### Cells by drive strength

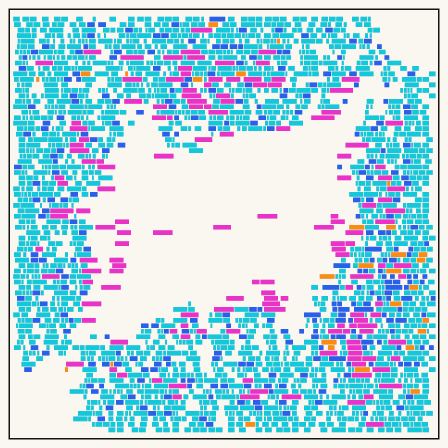
### Placement view

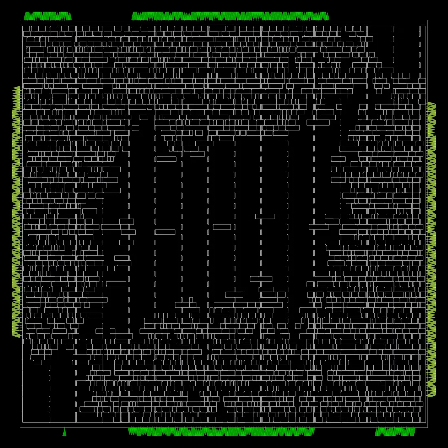
### Cell density map

The die is cut into 21 by 21 equal tiles; white is low, dark blue is high, 0 to 100% covered.
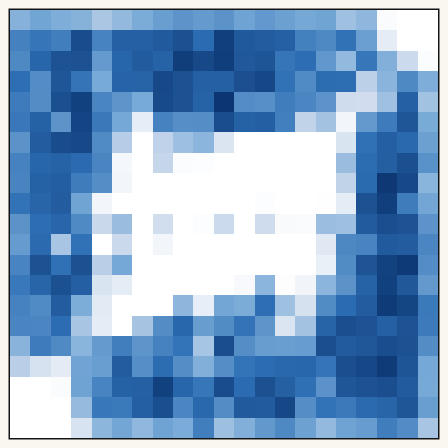
### Pin map

The bar under the picture is 50 µm long. Pins as bars across the die edge, other pins in grey.
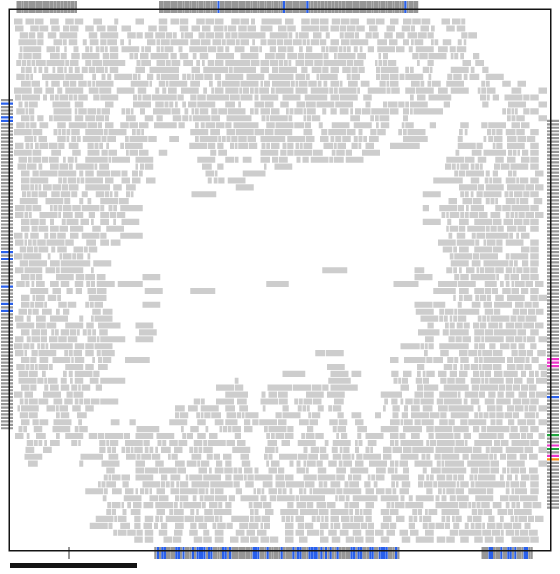
### Zoomed window

Region (149, 149) to (169, 169) µm. Cells in grey, sequential cells in the stronger grey; small squares are vias.
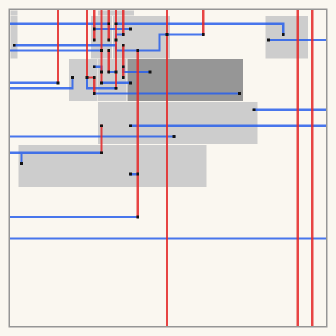
### config.mk
export PLATFORM = sky130hd
export DESIGN_NAME = id_exe_stage_reg
export DESIGN_NICKNAME = d
export VERILOG_FILES = /design/src/rtl/id_exe_stage_reg.sv
export SDC_FILE = /design/constraint.sdc
export NUM_CORES = 1
export LEC_CHECK = 0
export CAP_MARGIN = 30
export CORE_UTILIZATION = 32
export CTS_CLUSTER_DIAMETER = 100
export DETAILED_ROUTE_END_ITERATION = 6
export PLACE_DENSITY = 0.73
export SYNTH_ARGS = -nofsm -noshare
export SYNTH_HDL_FRONTEND = slang
export SYNTH_HIERARCHICAL = 1
export SYNTH_SLANG_ARGS = --single-unit
### constraint.sdc
create_clock -name clk -period 1.9 [get_ports clk]
set_input_delay 0.19 -clock clk [delete_from_list [all_inputs] [get_ports clk]]
set_output_delay 0.19 -clock clk [all_outputs]
set_load 0.02 [all_outputs]
### src/rtl/id_exe_stage_reg.sv
// ID/EX pipeline register with load-use bubble insertion and EX operand forward selects.
// Optional hazard counters (stall_count, flush_count) are compiled in with HAZARD_STATS_EN.

module id_exe_fwd_sel #(
  parameter int REG_W = 5
) (
  input  logic             valid,
  input  logic [REG_W-1:0] src,
  input  logic [REG_W-1:0] exe_mem_rd,
  input  logic             exe_mem_reg_write,
  input  logic [REG_W-1:0] mem_wb_rd,
  input  logic             mem_wb_reg_write,
  output logic [1:0]       sel
);
  // EXE/MEM is checked first so the youngest producer wins; r0 never forwards.
  always_comb begin
    sel = 2'd0;
    if (valid && src != '0) begin
      if (exe_mem_reg_write && exe_mem_rd == src)     sel = 2'd2;
      else if (mem_wb_reg_write && mem_wb_rd == src)  sel = 2'd1;
    end
  end
endmodule

module id_exe_stage_reg #(
  parameter int DATA_W = 64,
  parameter int CTRL_W = 16,
  parameter int REG_W  = 5
) (
  input  logic              clk,
  input  logic              rst,
  input  logic              hold,
  input  logic              flush,
  input  logic              id_valid,
  input  logic [REG_W-1:0]  id_rs,
  input  logic [REG_W-1:0]  id_rt,
  input  logic [REG_W-1:0]  id_rd,
  input  logic              id_uses_rt,
  input  logic [DATA_W-1:0] id_rs_data,
  input  logic [DATA_W-1:0] id_rt_data,
  input  logic [DATA_W-1:0] id_imm,
  input  logic [CTRL_W-1:0] id_ctrl,
  input  logic              id_reg_write,
  input  logic              id_mem_read,
  input  logic [REG_W-1:0]  exe_mem_rd,
  input  logic              exe_mem_reg_write,
  input  logic [REG_W-1:0]  mem_wb_rd,
  input  logic              mem_wb_reg_write,
  output logic              ex_valid,
  output logic [REG_W-1:0]  ex_rs,
  output logic [REG_W-1:0]  ex_rt,
  output logic [REG_W-1:0]  ex_rd,
  output logic [DATA_W-1:0] ex_rs_data,
  output logic [DATA_W-1:0] ex_rt_data,
  output logic [DATA_W-1:0] ex_imm,
  output logic [CTRL_W-1:0] ex_ctrl,
  output logic              ex_reg_write,
  output logic              ex_mem_read,
  output logic [1:0]        forward_a,
  output logic [1:0]        forward_b,
  output logic              stall_if_id
`ifdef HAZARD_STATS_EN
  ,
  output logic [31:0]       stall_count,
  output logic [31:0]       flush_count
`endif
);
  typedef struct packed {
    logic [REG_W-1:0]  rs;
    logic [REG_W-1:0]  rt;
    logic [REG_W-1:0]  rd;
    logic [DATA_W-1:0] rs_data;
    logic [DATA_W-1:0] rt_data;
    logic [DATA_W-1:0] imm;
    logic [CTRL_W-1:0] ctrl;
  } payload_t;

  payload_t id_pl, ex_pl;
  logic     load_use;

  assign id_pl = '{rs: id_rs, rt: id_rt, rd: id_rd, rs_data: id_rs_data,
                   rt_data: id_rt_data, imm: id_imm, ctrl: id_ctrl};

  assign load_use = id_valid && ex_valid && ex_mem_read && (ex_rd != '0) &&
                    ((ex_rd == id_rs) || (id_uses_rt && ex_rd == id_rt));

  // A flush kills the dependent instruction anyway, so there is nothing to stall for.
  assign stall_if_id = load_use && !flush && !hold;

  // Payload only loads on a real advance; during a bubble it holds (don't-care while invalid).
  always_ff @(posedge clk) begin
    if (rst) begin
      ex_pl        <= '0;
      ex_valid     <= 1'b0;
      ex_reg_write <= 1'b0;
      ex_mem_read  <= 1'b0;
    end else if (!hold) begin
      if (flush || load_use) begin
        ex_valid     <= 1'b0;
        ex_reg_write <= 1'b0;
        ex_mem_read  <= 1'b0;
      end else begin
        ex_pl        <= id_pl;
        ex_valid     <= id_valid;
        ex_reg_write <= id_reg_write && id_valid;
        ex_mem_read  <= id_mem_read && id_valid;
      end
    end
  end

  assign ex_rs      = ex_pl.rs;
  assign ex_rt      = ex_pl.rt;
  assign ex_rd      = ex_pl.rd;
  assign ex_rs_data = ex_pl.rs_data;
  assign ex_rt_data = ex_pl.rt_data;
  assign ex_imm     = ex_pl.imm;
  assign ex_ctrl    = ex_pl.ctrl;

  // One forward selector per EX source operand: [0] = rs, [1] = rt.
  logic [1:0][REG_W-1:0] ex_src;
  logic [1:0][1:0]       fwd;

  assign ex_src = {ex_pl.rt, ex_pl.rs};

  for (genvar g = 0; g < 2; g++) begin : g_fwd
    id_exe_fwd_sel #(.REG_W(REG_W)) u_sel (
      .valid             (ex_valid),
      .src               (ex_src[g]),
      .exe_mem_rd        (exe_mem_rd),
      .exe_mem_reg_write (exe_mem_reg_write),
      .mem_wb_rd         (mem_wb_rd),
      .mem_wb_reg_write  (mem_wb_reg_write),
      .sel               (fwd[g])
    );
  end

  assign forward_a = fwd[0];
  assign forward_b = fwd[1];

`ifdef HAZARD_STATS_EN
  always_ff @(posedge clk) begin
    if (rst) begin
      stall_count <= '0;
      flush_count <= '0;
    end else if (!hold) begin
      if (stall_if_id) stall_count <= stall_count + 32'd1;
      if (flush)       flush_count <= flush_count + 32'd1;
    end
  end
`endif

endmodule

==> results.yml <==
# physical design summary
clock_network:
  clock_path_buffers: 3
  clock.latency.late_pin_ps: 560
  clock-root-buffer: "clkbuf_16"
final_timing:
  layout_setup_ws_ps: -404
  fin_hold_ws_ps: 170
  fmax_mhz: 434
  skew_ps: 10.1
  hold_viol: 0
  setup_viol: 231
yosys:
  yosys-stat-cells: 1820
  synth-main-ff-cell: "dfxtp_1"
  synthCells: 1820
  syn_area_per_cell_um2: 7.80
  ys.flops: 226
  mux_share_pct: 15.4
  ys_sh_simple_pct: 44.3
worst_hold_path:
  hold_end: "ex_rt_data[1]"
final_layout:
  final_net_count: 2555
  areaGrowthSynthToFinish_pct: 67.0
  antennaDiodeCount: 2
  comb_share_pct: 41.7
drt:
  drtAntennaViolNets: 0
  viasPerCell: 5.54
  drt-met1-wl_mm: 23.8
power:
  p_sw_w: 0.00454
  p_leak_nw: 10.7
  pg_clk_w: 0.00567
run_status:
  outcome: "complete, but fails checks"
  failed_checks: "setup timing"
placed_design:
  placedInstanceArea_mm2: 0.0201
global_routing:
  grt_usage_pct: 24.7
  use_met2_pct: 41.9
  grt_start_max_net_pins: 116
  grt_pass1_wl_mm: 88.9
setup_path:
  setup.worst_path.end: "stall_if_id"
  r2r_start: "ex_rd[2]"
  cp_max_fo: 2
  crit_cells: 7
  endpoint_kind: "output port"
  worst_ep_required_time_ps: 1710
  path_class: "reg -> out"
floorplanning:
  rows: 76
  die-area_mm2: 0.0452
Back to the opening pictures, 'Cells by drive strength':
Key: drive 1 or less = cyan [cells 1875, share 80%]; drive 3 to 4 = blue [cells 283, share 12%]; drive 2 = orange [cells 28, share 1.2%]; drive 6 and up = magenta [cells 148, share 6.3%]
PnR worst setup slack: -404 ps
count of non-CTS buffers in the layout: 659

Back to the opening pictures, 'Placement view':
seq_cells: 226
non-filler cells, final: 2921
post-layout util: 54.6%
Tapcells: 585
Core Region: 0.0435 mm²

Back to the opening pictures, 'Cell density map':
18% of the tiles are nearly empty. The fullest tile reaches 97%. The mean over all tiles is 51%. The emptiest ninth of the die: centre. 31% of the tiles are over 75% full.
fp util: 32.7%

Back to the opening pictures, 'Pin map':
Key: ex_rs_data = blue [pins 64, direction output, edge 51 bottom, 8 left, 4 top, 1 right]; ex_valid = orange [pins 1, direction output, edge right]; forward_a = green [pins 2, direction output, edge right]; id_rt = magenta [pins 5, direction input, edge right]
All pins by edge: 137 top, 128 bottom, 113 right, 96 left.
Die Y: 213 µm
die width: 213 µm

Back to the opening pictures, 'Zoomed window':
Key: met2 = red; met1 = blue
Sequential cells in the window: 1. 8 logic cells have their middle in the window. Most frequent: nand3_1 (2). Netlist names of flops here include ex_rt_data (1).

Power and IR drop assume default switching activity.
